**config.mk**
```make
export PLATFORM = sky130hd
export DESIGN_NAME = vpu_fp_issue_ctrl
export DESIGN_NICKNAME = d
export VERILOG_FILES = /design/src/rtl/vpu_fp_issue_ctrl.sv
export SDC_FILE = /design/constraint.sdc
export NUM_CORES = 1
export LEC_CHECK = 0
export ABC_AREA = 1
export CORE_MARGIN = 1
export CORE_UTILIZATION = 30
export CTS_CLUSTER_DIAMETER = 200
export CTS_CLUSTER_SIZE = 12
export DETAILED_ROUTE_END_ITERATION = 8
export PLACE_DENSITY_LB_ADDON = 0.08
export SYNTH_ARGS = -nofsm -noshare
export SYNTH_HDL_FRONTEND = slang
export SYNTH_SLANG_ARGS = --single-unit
```
**constraint.sdc**
```tcl
create_clock -name clk -period 4.4 [get_ports clk]
set_clock_uncertainty 0.1 [all_clocks]
set_input_delay 0.88 -clock clk [delete_from_list [all_inputs] [get_ports clk]]
set_output_delay 0.88 -clock clk [all_outputs]
set_load 0.02 [all_outputs]
```
**src/rtl/vpu_fp_issue_ctrl.sv**
```systemverilog
`default_nettype none
// =============================================================================
// Module      : vpu_fp_issue_ctrl
// Description : Credit-based issue front-end for a non-stallable FP unit with
//               an in-order result FIFO. Optional watchdog and protocol-error
//               flag are built when VPU_FP_ISSUE_WATCHDOG_EN is defined.
// Revision    : 1.0 - initial release
// =============================================================================
module vpu_fp_issue_ctrl #(
  parameter int OPERAND_WIDTH  = 16,
  parameter int DEPTH          = 4,
  parameter int TIMEOUT_CYCLES = 64
) (
  input  logic                     clk,
  input  logic                     rst,
  // upstream operand port
  input  logic                     in_valid_i,
  input  logic [OPERAND_WIDTH-1:0] in_data_i,
  output logic                     in_ready_o,
  // FP unit port
  output logic                     unit_start_o,
  output logic [OPERAND_WIDTH-1:0] unit_op_o,
  input  logic                     unit_done_i,
  input  logic [OPERAND_WIDTH-1:0] unit_result_i,
  // downstream result port
  output logic                     out_valid_o,
  output logic [OPERAND_WIDTH-1:0] out_data_o,
  input  logic                     out_ready_i,
  // status
  output logic                     busy_o,
  output logic                     err_o
);

  localparam int c_PTR_W = $clog2(DEPTH);
  localparam int c_CNT_W = $clog2(DEPTH) + 1;

  localparam logic [c_CNT_W-1:0] c_DEPTH_CNT = c_CNT_W'(DEPTH);
  localparam logic [c_CNT_W-1:0] c_CNT_ONE   = c_CNT_W'(1);
  localparam logic [c_CNT_W-1:0] c_CNT_ZERO  = '0;
  localparam logic [c_PTR_W-1:0] c_PTR_ONE   = c_PTR_W'(1);

  logic [c_CNT_W-1:0]       r_outstanding;
  logic [c_CNT_W-1:0]       r_inflight;
  logic [c_CNT_W-1:0]       r_count;
  logic [c_PTR_W-1:0]       r_wr_ptr;
  logic [c_PTR_W-1:0]       r_rd_ptr;
  logic [OPERAND_WIDTH-1:0] r_mem [DEPTH];
  logic                     r_start;
  logic [OPERAND_WIDTH-1:0] r_op;

  logic w_accept;
  logic w_pop;
  logic w_done_ok;
  logic w_push;
  logic w_full;

  // Credit counts everything accepted and not yet popped, so the FIFO can
  // always absorb every result the FP unit will eventually deliver.
  assign in_ready_o   = ~rst & (r_outstanding < c_DEPTH_CNT);
  assign w_accept     = in_valid_i & in_ready_o;
  assign w_full       = (r_count == c_DEPTH_CNT);
  assign out_valid_o  = (r_count != c_CNT_ZERO);
  assign out_data_o   = r_mem[r_rd_ptr];
  assign w_pop        = out_valid_o & out_ready_i;
  assign w_done_ok    = unit_done_i & ((r_inflight != c_CNT_ZERO) | r_start);
  assign w_push       = w_done_ok & ~w_full;
  assign busy_o       = (r_outstanding != c_CNT_ZERO);
  assign unit_start_o = r_start;
  assign unit_op_o    = r_op;

  always_ff @(posedge clk or posedge rst) begin
    if (rst) begin
      r_start       <= 1'b0;
      r_op          <= '0;
      r_outstanding <= '0;
    end else begin
      r_start <= w_accept;
      if (w_accept) begin
        r_op <= in_data_i;
      end
      case ({w_accept, w_pop})
        2'b10:   r_outstanding <= r_outstanding + c_CNT_ONE;
        2'b01:   r_outstanding <= r_outstanding - c_CNT_ONE;
        default: r_outstanding <= r_outstanding;
      endcase
    end
  end

  always_ff @(posedge clk or posedge rst) begin
    if (rst) begin
      r_inflight <= '0;
    end else begin
      case ({r_start, w_done_ok})
        2'b10:   r_inflight <= r_inflight + c_CNT_ONE;
        2'b01:   r_inflight <= r_inflight - c_CNT_ONE;
        default: r_inflight <= r_inflight;
      endcase
    end
  end

  always_ff @(posedge clk or posedge rst) begin
    if (rst) begin
      r_wr_ptr <= '0;
      r_rd_ptr <= '0;
      r_count  <= '0;
    end else begin
      if (w_push) begin
        r_wr_ptr <= r_wr_ptr + c_PTR_ONE;
      end
      if (w_pop) begin
        r_rd_ptr <= r_rd_ptr + c_PTR_ONE;
      end
      case ({w_push, w_pop})
        2'b10:   r_count <= r_count + c_CNT_ONE;
        2'b01:   r_count <= r_count - c_CNT_ONE;
        default: r_count <= r_count;
      endcase
    end
  end

  // Storage is cleared on reset so the head reads zero while rst is high.
  always_ff @(posedge clk or posedge rst) begin
    if (rst) begin
      for (int i = 0; i < DEPTH; i++) begin
        r_mem[i] <= '0;
      end
    end else if (w_push) begin
      r_mem[r_wr_ptr] <= unit_result_i;
    end
  end

`ifdef VPU_FP_ISSUE_WATCHDOG_EN
  localparam int c_WD_W = $clog2(TIMEOUT_CYCLES + 1);
  localparam logic [c_WD_W-1:0] c_WD_LIMIT = c_WD_W'(TIMEOUT_CYCLES);
  localparam logic [c_WD_W-1:0] c_WD_ONE   = c_WD_W'(1);

  logic [c_WD_W-1:0] r_wd_cnt;
  logic              r_err;
  logic              w_spurious;

  assign w_spurious = unit_done_i & ~w_done_ok;
  assign err_o      = r_err;

  // Counter saturates at the limit; the error flag is sticky until reset.
  always_ff @(posedge clk or posedge rst) begin
    if (rst) begin
      r_wd_cnt <= '0;
      r_err    <= 1'b0;
    end else begin
      if (unit_done_i || (r_inflight == c_CNT_ZERO)) begin
        r_wd_cnt <= '0;
      end else if (r_wd_cnt != c_WD_LIMIT) begin
        r_wd_cnt <= r_wd_cnt + c_WD_ONE;
      end
      if ((r_wd_cnt == c_WD_LIMIT) || w_spurious) begin
        r_err <= 1'b1;
      end
    end
  end
`else
  localparam int c_unused_timeout = TIMEOUT_CYCLES;
  assign err_o = 1'b0;
`endif

endmodule
`default_nettype wire

```
Routed metal, one color a layer:
Scale: 3 px per um.
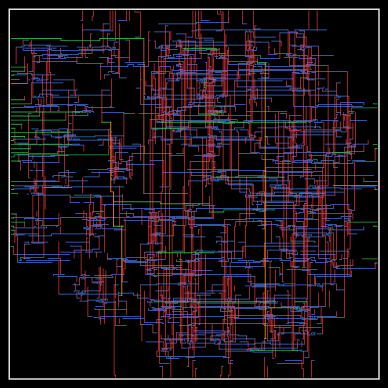
| layer | color | wire length |
|---|---|---|
| M1 | blue | 5530 um |
| M2 | red | 5580 um |
| M4 | orange | 202 um |
| M3 | green | 637 um |
final WL: 11.9 mm
via count: 3693
Routed wire per std cell: 15.5 um

Routing congestion map:
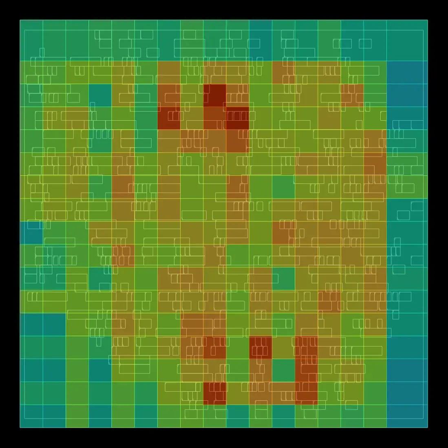
GRT busiest layer: met2
Layout Utilization: 39.3%
met1 global-route usage: 23.2%
grt met3 use: 3.30%
GR Util met2: 26.3%

The metal 4 layer:
Scale: 3 px per um.
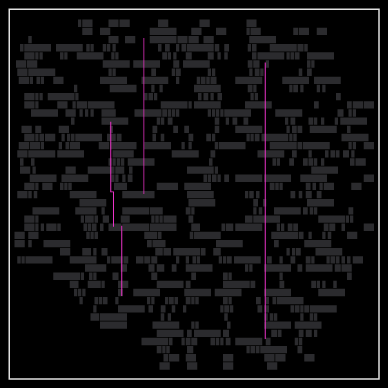
longest straight run: 91.8 um
nets with wire on the layer: 2

==> qor.txt <==
PortBufs: 72
layout cells sized above 1: 5.26%
sequential area share after synthesis: 53.8%
Syn Std Cell Area: 4370 um^2
HP Class: reg2reg
total power: 4.47 mW
GR Overflow Total: 0
ys cells: 524
Clock H-tree levels: 3
Leak Pwr: 2.71 nW
Final period util: 80.6%
Chip Width: 123 um
io pins: 74
setup TNS: 0 ns
Worst-Margin Slew: 0.975 ns
routability cong.: 0.735
Crit path max-delay family: buffers and inverters
Yosys Warn Count: 0
average size of a mapped cell: 8.35 um^2
chip area: 15100 um^2
ant diodes: 0
initial antenna violation count: 0
first-pass GRT wire length: 19.1 mm
worst path cell trace: inv_1, o21ai_0, o22ai_1, clkdlybuf4s50_1
Synth area leader: dfrtp_1
flip-flops with a built-in enable: 0
drt pass-1 iters: 4
clock tree buffer depth: 2
Setup Viol. Count Final: 0
Post-synth top cells: nand2_1 (189), dfrtp_1 (94), nand3_1 (67)
Pwr Density: 811 nW/um^2
Final Hold Fails: 0
Max VDD drop: 280 uV
Crit Path Class: reg2out
Tot GR Track Use: 17.1%
status: finished, final reports clean
cell with the most instances after synthesis: nand2_1
post-CTS sizing: 0
core area: 14000 um^2
crit-path max cell delay: 0.64 ns
Routed clock nets over the placement:
Scale: 2 px per um.
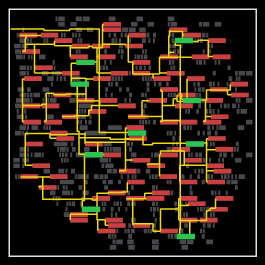
[flip-flops] red | count: 94
[clock-net drivers] green | count: 9
[clock wires] yellow | length: 1350 um
routed clock nets: 10
total clock network power: 0.778 mW
clock share of power: 17.4%
Worst-Skew Late Latency: 0.34 ns

Zoomed window:
Region (82, 21) to (102, 41) um. Cells in gray, sequential cells in the stronger gray; small squares are vias.
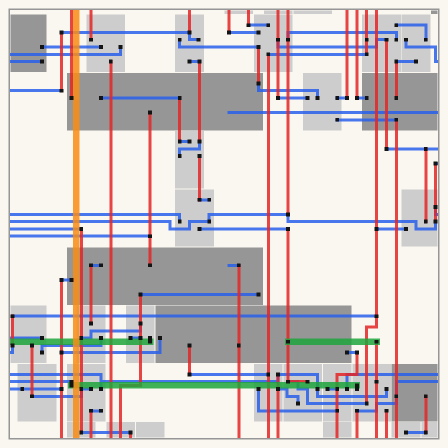
| layer | color |
|---|---|
| M4 | orange |
| M2 | red |
| M3 | green |
| M1 | blue |
sequential cells in the window: 3
cells with their middle in the window: 21
most frequent: nand3_1 (8), nand2_1 (7), dfrtp_1 (3)
netlist names of flops here include: r_mem (3)

==> cells in the final DEF, fill, tap and decap left out, types with 3 or more instances in the layout <==
cell and n:
nand2_1 189, dfrtp_1 94, clkdlybuf4s50_1 72, nand3_1 67
nor2_1 41, o21ai_0 37, inv_1 18, o22ai_1 16
clkbuf_16 9, ha_1 7, buf_4 7, clkinv_2 5
nand2_2 4, nand4_1 4, xor2_1 4, xnor2_1 4
fa_1 3
==> path summary, 6_finish.rpt <==
kind,start,to,slack [ns],cells after the start
setup / recovery,r_rd_ptr[1],out_data_o[7],0.85,4
hold / removal,r_inflight[2],r_inflight[2],0.37,1
setup reg to reg,r_wr_ptr[0],r_mem[21],1.97,5
hold reg to reg,r_inflight[2],r_inflight[2],0.37,1
max in group asynchronous,rst,r_mem[46],2.54,3
min in group asynchronous,rst,unit_op_o[12],0.90,2
==> worst register-to-register path: cells and delay by family, from the launching register on <==
family | cells | cell delay, ns
fa+ha+maj | 1 | 0.64
simple gates | 3 | 1.07
buf+inv | 1 | 0.13
flops | 1 | 0.40
==> per-stage QoR <==
stage	cell area (um^2)	setup slack (ns)	util, %	instances
after CTS	5510	0.824	39.3	769
final	5510	0.853	39.3	769
after detailed placement	5220	1.22	37.2	754
after global routing	5510	0.652	39.3	769
after global placement	5220	1.30	37.2	754
after floorplan	4370	0.971	-	524
==> kinds of logic (layout without fill, tap and decap cells) <==
| family | after synthesis | after routing | share of synthesized area (%) |
|---|---|---|---|
| and+or+nand+nor | 307 | 307 | 29.0 |
| adders and majority gates | 10 | 10 | 3.38 |
| AOI/OAI and AO/OA | 53 | 53 | 6.52 |
| buffers and inverters | 51 | 116 | 5.67 |
| other | 1 | 1 | 0.0858 |
| xor gates and xnor gates | 8 | 8 | 1.60 |
| DFF | 94 | 94 | 53.8 |
==> state kept, by name, indices dropped and copies added (netlist names) <==
register	count
r_mem	64
unit_op_o	16
r_count	3
r_inflight	3
r_outstanding	3
r_rd_ptr	2
r_wr_ptr	2
unit_start_o	1
==> where the power goes <==
part	total, mW	switching (mW)	leakage [nW]	internal (mW)
logic	2.19	1.32	1.38	0.871
clock network	0.778	0.329	0.148	0.449
registers	1.50	0.235	1.17	1.27
==> area by class of cell <==
cell class	instances	area, um^2	area share [%]
Timing Repair Buffer	80	793	14.4
Multi-Input combinational cell	379	1770	32.2
Clock inverter	5	50.0	0.908
Clock buffer	10	239	4.33
Inverter	21	80.1	1.45
Tap cell	180	225	4.09
Sequential cell	94	2350	42.7
==> metal layers <==
layer	up-vias	share of wire [%]
met4	0	1.7
met5	-	0
li1	1802	-
met1	1784	46
met2	96	47
met3	11	5.3
Power is estimated from default activity; no workload was simulated.
